<file path="src/rtl/uart_hexdump_fmt_pkg.sv">
`default_nettype none
// ----------------------------------------------------------------------------
// uart_hexdump_fmt_pkg : shared characters, FSM states and hex helper.  rev 1.0
// ----------------------------------------------------------------------------
package uart_hexdump_fmt_pkg;

  localparam logic [7:0] ASCII_COLON = 8'h3A;
  localparam logic [7:0] ASCII_SPACE = 8'h20;
  localparam logic [7:0] ASCII_CR    = 8'h0D;
  localparam logic [7:0] ASCII_LF    = 8'h0A;

  typedef enum logic [3:0] {
    S_IDLE  = 4'd0,
    S_ADDR  = 4'd1,
    S_COLON = 4'd2,
    S_FETCH = 4'd3,
    S_SPACE = 4'd4,
    S_HI    = 4'd5,
    S_LO    = 4'd6,
    S_CR    = 4'd7,
    S_LF    = 4'd8
  } state_t;

  function automatic logic [7:0] nibble_to_ascii(input logic [3:0] nib);
    return (nib < 4'd10) ? (8'h30 + {4'h0, nib}) : (8'h37 + {4'h0, nib});
  endfunction

endpackage
`default_nettype wire

</file>
<file path="src/rtl/uart_hexdump_fmt_hex_nibble_ascii.sv">
`default_nettype none
// ----------------------------------------------------------------------------
// hex_nibble_ascii : 4-bit value to uppercase ASCII hex digit.  rev 1.0
// ----------------------------------------------------------------------------
module hex_nibble_ascii
  import uart_hexdump_fmt_pkg::*;
(
  input  logic [3:0] nibble_i,
  output logic [7:0] ascii_o
);

  assign ascii_o = nibble_to_ascii(nibble_i);

endmodule
`default_nettype wire

</file>
<file path="src/rtl/uart_hexdump_fmt.sv">
`default_nettype none
// ----------------------------------------------------------------------------
// uart_hexdump_fmt : RAM block to baud-paced ASCII hex dump text.  rev 1.0
// ----------------------------------------------------------------------------
module uart_hexdump_fmt
  import uart_hexdump_fmt_pkg::*;
#(
  parameter int ADDR_WIDTH     = 16,
  parameter int BYTES_PER_LINE = 8,
  parameter int CHAR_GAP       = 12
) (
  input  logic                  clk,
  input  logic                  reset_n,
  input  logic                  baud_x1,
  input  logic                  start,
  input  logic [ADDR_WIDTH-1:0] start_addr,
  input  logic [8:0]            length,
  output logic                  busy,
  output logic [ADDR_WIDTH-1:0] mem_addr,
  output logic                  mem_rd,
  input  logic [7:0]            mem_data,
  output logic [7:0]            data,
  output logic                  data_strobe
);

  localparam int                    DIGITS    = ADDR_WIDTH / 4;
  localparam logic [3:0]            GAP_LAST  = 4'(CHAR_GAP - 1);
  localparam logic [3:0]            DIG_LAST  = 4'(DIGITS - 1);
  localparam logic [4:0]            LINE_LAST = 5'(BYTES_PER_LINE);
  localparam logic [ADDR_WIDTH-1:0] ADDR_ONE  = ADDR_WIDTH'(1);

  state_t                state_q;
  logic                  sent_q;
  logic [3:0]            gap_q;
  logic [3:0]            dig_q;
  logic [4:0]            line_q;
  logic [8:0]            rem_q;
  logic [ADDR_WIDTH-1:0] addr_q;
  logic [ADDR_WIDTH-1:0] addr_sh_q;
  logic [7:0]            byte_q;
  logic                  busy_q;
  logic                  mem_rd_q;
  logic [ADDR_WIDTH-1:0] mem_addr_q;
  logic [7:0]            data_q;
  logic                  strobe_q;

  logic [3:0]            nib_d;
  logic [7:0]            hex_d;
  logic [7:0]            char_d;
  logic                  is_char_d;
  logic                  slot_d;
  logic                  emit_d;

  always_comb begin
    nib_d = addr_sh_q[ADDR_WIDTH-1 -: 4];
    if (state_q == S_HI) begin
      nib_d = byte_q[7:4];
    end else if (state_q == S_LO) begin
      nib_d = byte_q[3:0];
    end
  end

  hex_nibble_ascii u_hex (
    .nibble_i (nib_d),
    .ascii_o  (hex_d)
  );

  always_comb begin
    char_d    = hex_d;
    is_char_d = 1'b1;
    case (state_q)
      S_COLON: char_d = ASCII_COLON;
      S_SPACE: char_d = ASCII_SPACE;
      S_CR:    char_d = ASCII_CR;
      S_LF:    char_d = ASCII_LF;
      S_IDLE,
      S_FETCH: is_char_d = 1'b0;
      default: char_d = hex_d;
    endcase
  end

  // A slot opens on the tick that completes CHAR_GAP ticks since the last rise;
  // the counter saturates there so an idle formatter is always ready to send.
  assign slot_d = baud_x1 && (gap_q == GAP_LAST);
  assign emit_d = slot_d && is_char_d && !sent_q;

  always_ff @(posedge clk or negedge reset_n) begin
    if (!reset_n) begin
      state_q    <= S_IDLE;
      sent_q     <= 1'b0;
      gap_q      <= '0;
      dig_q      <= '0;
      line_q     <= '0;
      rem_q      <= '0;
      addr_q     <= '0;
      addr_sh_q  <= '0;
      byte_q     <= '0;
      busy_q     <= 1'b0;
      mem_rd_q   <= 1'b0;
      mem_addr_q <= '0;
      data_q     <= '0;
      strobe_q   <= 1'b0;
    end else begin
      mem_rd_q <= 1'b0;

      if (baud_x1) begin
        strobe_q <= emit_d;
        if (emit_d) begin
          gap_q <= '0;
        end else if (gap_q != GAP_LAST) begin
          gap_q <= gap_q + 4'd1;
        end
      end

      if (emit_d) begin
        data_q <= char_d;
        sent_q <= 1'b1;
      end

      case (state_q)
        S_IDLE: begin
          if (start && (length != 9'd0)) begin
            busy_q    <= 1'b1;
            addr_q    <= start_addr;
            addr_sh_q <= start_addr;
            rem_q     <= length;
            gap_q     <= GAP_LAST;
            dig_q     <= '0;
            line_q    <= '0;
            sent_q    <= 1'b0;
            state_q   <= S_ADDR;
          end
        end
        S_ADDR: begin
          if (sent_q) begin
            sent_q    <= 1'b0;
            addr_sh_q <= addr_sh_q << 4;
            if (dig_q == DIG_LAST) begin
              state_q <= S_COLON;
            end else begin
              dig_q <= dig_q + 4'd1;
            end
          end
        end
        S_COLON: begin
          if (sent_q) begin
            sent_q     <= 1'b0;
            mem_rd_q   <= 1'b1;
            mem_addr_q <= addr_q;
            state_q    <= S_FETCH;
          end
        end
        S_FETCH: begin
          // First cycle: RAM samples the request. Second cycle: read data valid.
          if (!sent_q) begin
            sent_q <= 1'b1;
          end else begin
            sent_q  <= 1'b0;
            byte_q  <= mem_data;
            state_q <= S_SPACE;
          end
        end
        S_SPACE: begin
          if (sent_q) begin
            sent_q  <= 1'b0;
            state_q <= S_HI;
          end
        end
        S_HI: begin
          if (sent_q) begin
            sent_q  <= 1'b0;
            state_q <= S_LO;
          end
        end
        S_LO: begin
          if (sent_q) begin
            sent_q <= 1'b0;
            rem_q  <= rem_q - 9'd1;
            addr_q <= addr_q + ADDR_ONE;
            line_q <= line_q + 5'd1;
            if ((rem_q == 9'd1) || ((line_q + 5'd1) == LINE_LAST)) begin
              state_q <= S_CR;
            end else begin
              mem_rd_q   <= 1'b1;
              mem_addr_q <= addr_q + ADDR_ONE;
              state_q    <= S_FETCH;
            end
          end
        end
        S_CR: begin
          if (sent_q) begin
            sent_q  <= 1'b0;
            state_q <= S_LF;
          end
        end
        S_LF: begin
          if (sent_q) begin
            if (rem_q == 9'd0) begin
              if (slot_d) begin
                sent_q  <= 1'b0;
                busy_q  <= 1'b0;
                state_q <= S_IDLE;
              end
            end else begin
              sent_q    <= 1'b0;
              addr_sh_q <= addr_q;
              dig_q     <= '0;
              line_q    <= '0;
              state_q   <= S_ADDR;
            end
          end
        end
        default: state_q <= S_IDLE;
      endcase
    end
  end

  assign busy        = busy_q;
  assign mem_addr    = mem_addr_q;
  assign mem_rd      = mem_rd_q;
  assign data        = data_q;
  assign data_strobe = strobe_q;

endmodule
`default_nettype wire

</file>
<file path="config.mk">
export PLATFORM = sky130hd
export DESIGN_NAME = uart_hexdump_fmt
export DESIGN_NICKNAME = d
export VERILOG_FILES = /design/src/rtl/uart_hexdump_fmt_pkg.sv /design/src/rtl/uart_hexdump_fmt_hex_nibble_ascii.sv /design/src/rtl/uart_hexdump_fmt.sv
export SDC_FILE = /design/constraint.sdc
export NUM_CORES = 1
export LEC_CHECK = 0
export CORE_UTILIZATION = 50
export DETAILED_ROUTE_END_ITERATION = 10
export GPL_ROUTABILITY_DRIVEN = 1
export PLACE_DENSITY_LB_ADDON = 0.15
export SYNTH_ARGS = -nofsm -noshare
export SYNTH_HDL_FRONTEND = slang
export SYNTH_SLANG_ARGS = --single-unit
</file>
<file path="constraint.sdc">
create_clock -name clk -period 2.8 [get_ports clk]
set_clock_uncertainty 0.15 [all_clocks]
set_input_delay 0.28 -clock clk [delete_from_list [all_inputs] [get_ports clk]]
set_output_delay 0.28 -clock clk [all_outputs]
set_load 0.01 [all_outputs]
</file>
**Routed metal, one color a layer**

(4 px per um) Only two layers are drawn.
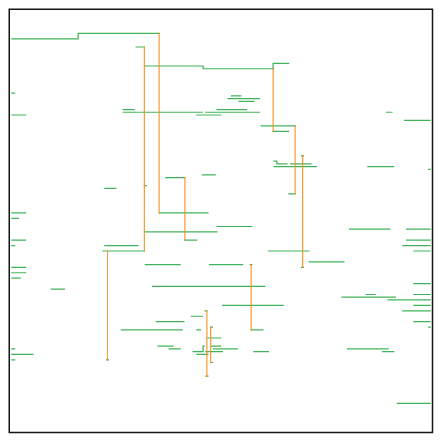
M3 -> green  # wire length 540 um
M4 -> orange  # wire length 241 um

**Sequential cells grouped by signal name**

(4 px per um) Other sequential cells in the stronger gray, the rest of the logic in the fainter gray.
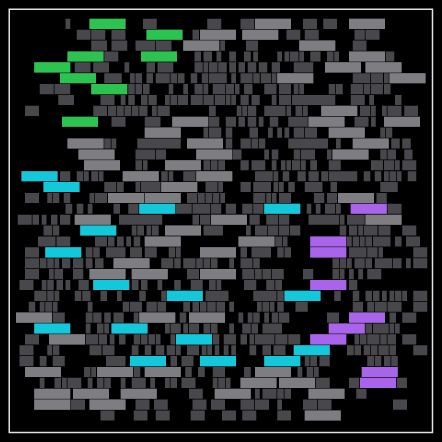
`rem_q` -> purple  # placed flops 9
`byte_q` -> green  # placed flops 8, where upper left
`addr_q` -> cyan  # placed flops 16
not colored = 60

==> results_slide.txt <==
Run Summary

Final layout
  – Layout cells sized above 1: 0.101
  – Most numerous logic cells after layout: dfrtp_1 (93), a21oi_1 (71), nor2_1 (67), clkdlybuf4s50_1 (61), o21ai_0 (58)
  – Area Growth Syn to Fin: 19.8%
  – Top cell excl fill/tap: dfrtp_1

Detailed routing
  – Vias per inst: 5.86
  – Vias: 4758
  – 1st-pass router iterations: 6
  – Post-route DRC: 0
  – DRT Wirelength: 13.3 mm

Yosys
  – Syn nets: 657
  – YS chip area: 5350 sq um
  – Post-synth EDFFs: 0
  – Main flop type: dfrtp_1
  – #FFs+latches synth: 93
  – Unique masters post-synth: 65
  – Synthesis warning total: 0
  – Synthesized area: 5350 sq um
  – Syn Inst Count: 612
  – Sequential cell area fraction in the yosys report: 0.435
  – Yosys Instances: 612

STA
  – Final setup vio count: 0
  – Crit path time final: 2.46 ns
  – Final worst slack: 0.336 ns
  – FMAX: 406 MHz
  – Count of final hold-check violations: 0
  – Worst slew margin: 0.636
  – Setup TNS: 0 ns
  – Max-slew violations: 0
  – Unrepaired setup endpoints after global routing: false
  – Worst-Margin Slew: 0.546 ns

Global route
  – GRT met3 Usage: 0.0396
  – Initial antenna violation count: 0
  – First-pass GRT wire length: 22.8 mm
  – Vias in the first global route: 4661
  – GRT Residual Overflow: 0

Status
  – Status: finished clean

Die
  – Die area: 11100 sq um
  – Total number of placement rows: 37
  – Area of the core: 10400 sq um
  – Die x size: 105 um

Clock network
  – Clock sinks: 93
  – Root Driver: clkbuf_8
  – CTS resizes: 0
  – Clock transition at path regs: 0.09 ns
  – Htree depth: 3
  – Late-Pin Clk Latency: 0.38 ns
  – CTS max path bufs: 2

Power and ir drop
  – VDD IR max: 0.519 mV
  – Total power: 7.29 mW
  – PD cells: 1140 nW/um^2

Worst setup path
  – Crit-path slowest cell: dfrtp_1
  – Critical R2R Launch: state_q[1]
  – Slowest stage delay, CP: 0.70 ns
  – Worst Path Arrival: 2.60 ns
  – Critical Path Start Type: register
  – Kind of critical path: register to register
  – WP buf/inv: 1
  – R2R Setup Slk: 0.34 ns

Placement
  – Dpl ws: 0.315 ns
  – Port Buf Inserts: 62

Job
  – Max-cap viol count: 0
**The metal 4 layer**

(4 px per um) Supply wires on this layer in gray.
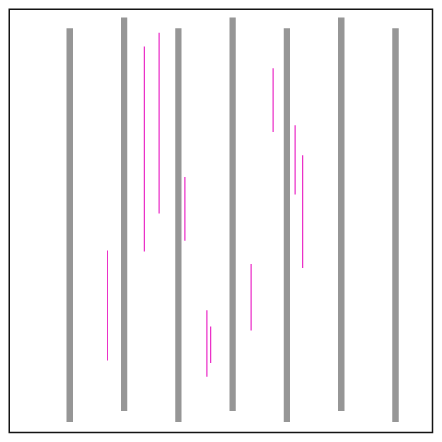
main direction = vertical
longest straight run = 51.0 um
wire length on this layer = 241 um
share of all routed wire = 1.8%

**Routing congestion**

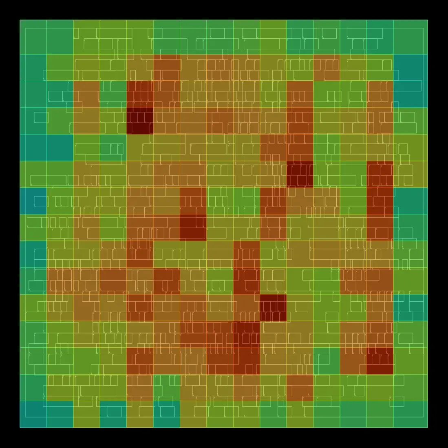
total track usage: 0.259
grt met2 use: 0.416
met1 Usage GRT: 0.358
global route hottest layer: met2
WL per Instance: 16.4 um

-- worst max path at each step --
stage	end	slack [ns]	cells after the start	from
CTS	addr_q[13]	0.39	6	state_q[1]
global placement	data[2]	0.36	7	baud_x1
finish	data[4]	0.34	8	state_q[1]
global route	data[4]	0.19	8	state_q[1]
floorplan	data[4]	0.56	11	state_q[0]
detailed placement	data[2]	0.31	7	baud_x1
-- Yosys cell counts, drive strengths merged (3+ instances only) --
cell type / number / area (sq um)
mux2i: 4 / 40.0
nand2b: 6 / 40.0
nand3: 20 / 100
and3: 5 / 31.3
o211ai: 3 / 32.5
a21o: 5 / 37.5
xnor2: 9 / 78.8
nand2: 57 / 214
a22oi: 6 / 45.0
and2: 5 / 31.3
or3: 3 / 18.8
a21oi: 71 / 355
dfrtp: 93 / 2330
nor4: 6 / 43.8
a22o: 14 / 123
buf: 22 / 128
o31ai: 5 / 37.5
xor2: 12 / 105
ha: 8 / 100
a31oi: 10 / 62.6
nor2: 68 / 258
nand4: 6 / 37.5
o22a: 3 / 26.3
clkbuf: 17 / 63.8
o22ai: 8 / 50.1
o21ai: 65 / 329
inv: 17 / 63.8
nor3b: 3 / 22.5
nor3: 19 / 123
mux2: 9 / 101
nor4bb: 4 / 40.0
-- logic make-up (layout without fill, tap and decap cells) --
group | after synthesis | after routing | synth area share
buffers and inverters | 56 | 120 | 0.0477
DFF | 93 | 93 | 0.435
and+or+nand+nor | 214 | 214 | 0.199
xor gates and xnor gates | 21 | 21 | 0.0344
muxes | 13 | 13 | 0.0264
adders and majority gates | 8 | 8 | 0.0187
AOI/OAI and AO/OA | 206 | 206 | 0.238
other | 1 | 1 | 0.000701
-- per-layer routing --
layer	wire, um	up-vias
met3	539	23
met1	6200	2273
met5	0	-
met2	6350	137
li1	-	2325
met4	240	0
-- stage by stage --
step,area (sq um),cells,util
6_report,6410,812,0.618
3_3_place_gp,6140,795,0.592
5_1_grt,6410,812,0.618
4_1_cts,6410,812,0.618
3_5_place_dp,6140,795,0.592
2_1_floorplan,5350,612,-
-- area by class of cell --
cell class              instances  area, sq um
multi-input cells             463         2770
flip-flops and latches         93         2330
fillers                       935         3960
inverters                      17         63.8
repair buffers                 87          821
clock inverters                 5          106
well taps                     136          170
clock buffers                  11          151
-- registers in the layout, indices dropped and copies added (netlist names), 5 cells and up --
| register | count |
|---|---|
| byte_q | 8 |
| addr_q | 16 |
| addr_sh_q | 16 |
| data | 7 |
| line_q | 5 |
| mem_addr | 16 |
| rem_q | 9 |
-- power by group --
group          internal (mW)  total, mW  switching, mW
combinational           1.61       3.60           1.99
clock                  0.643       1.14          0.494
sequential              1.96       2.55          0.593
No activity file was given, so power comes from the tool's default toggle rates.
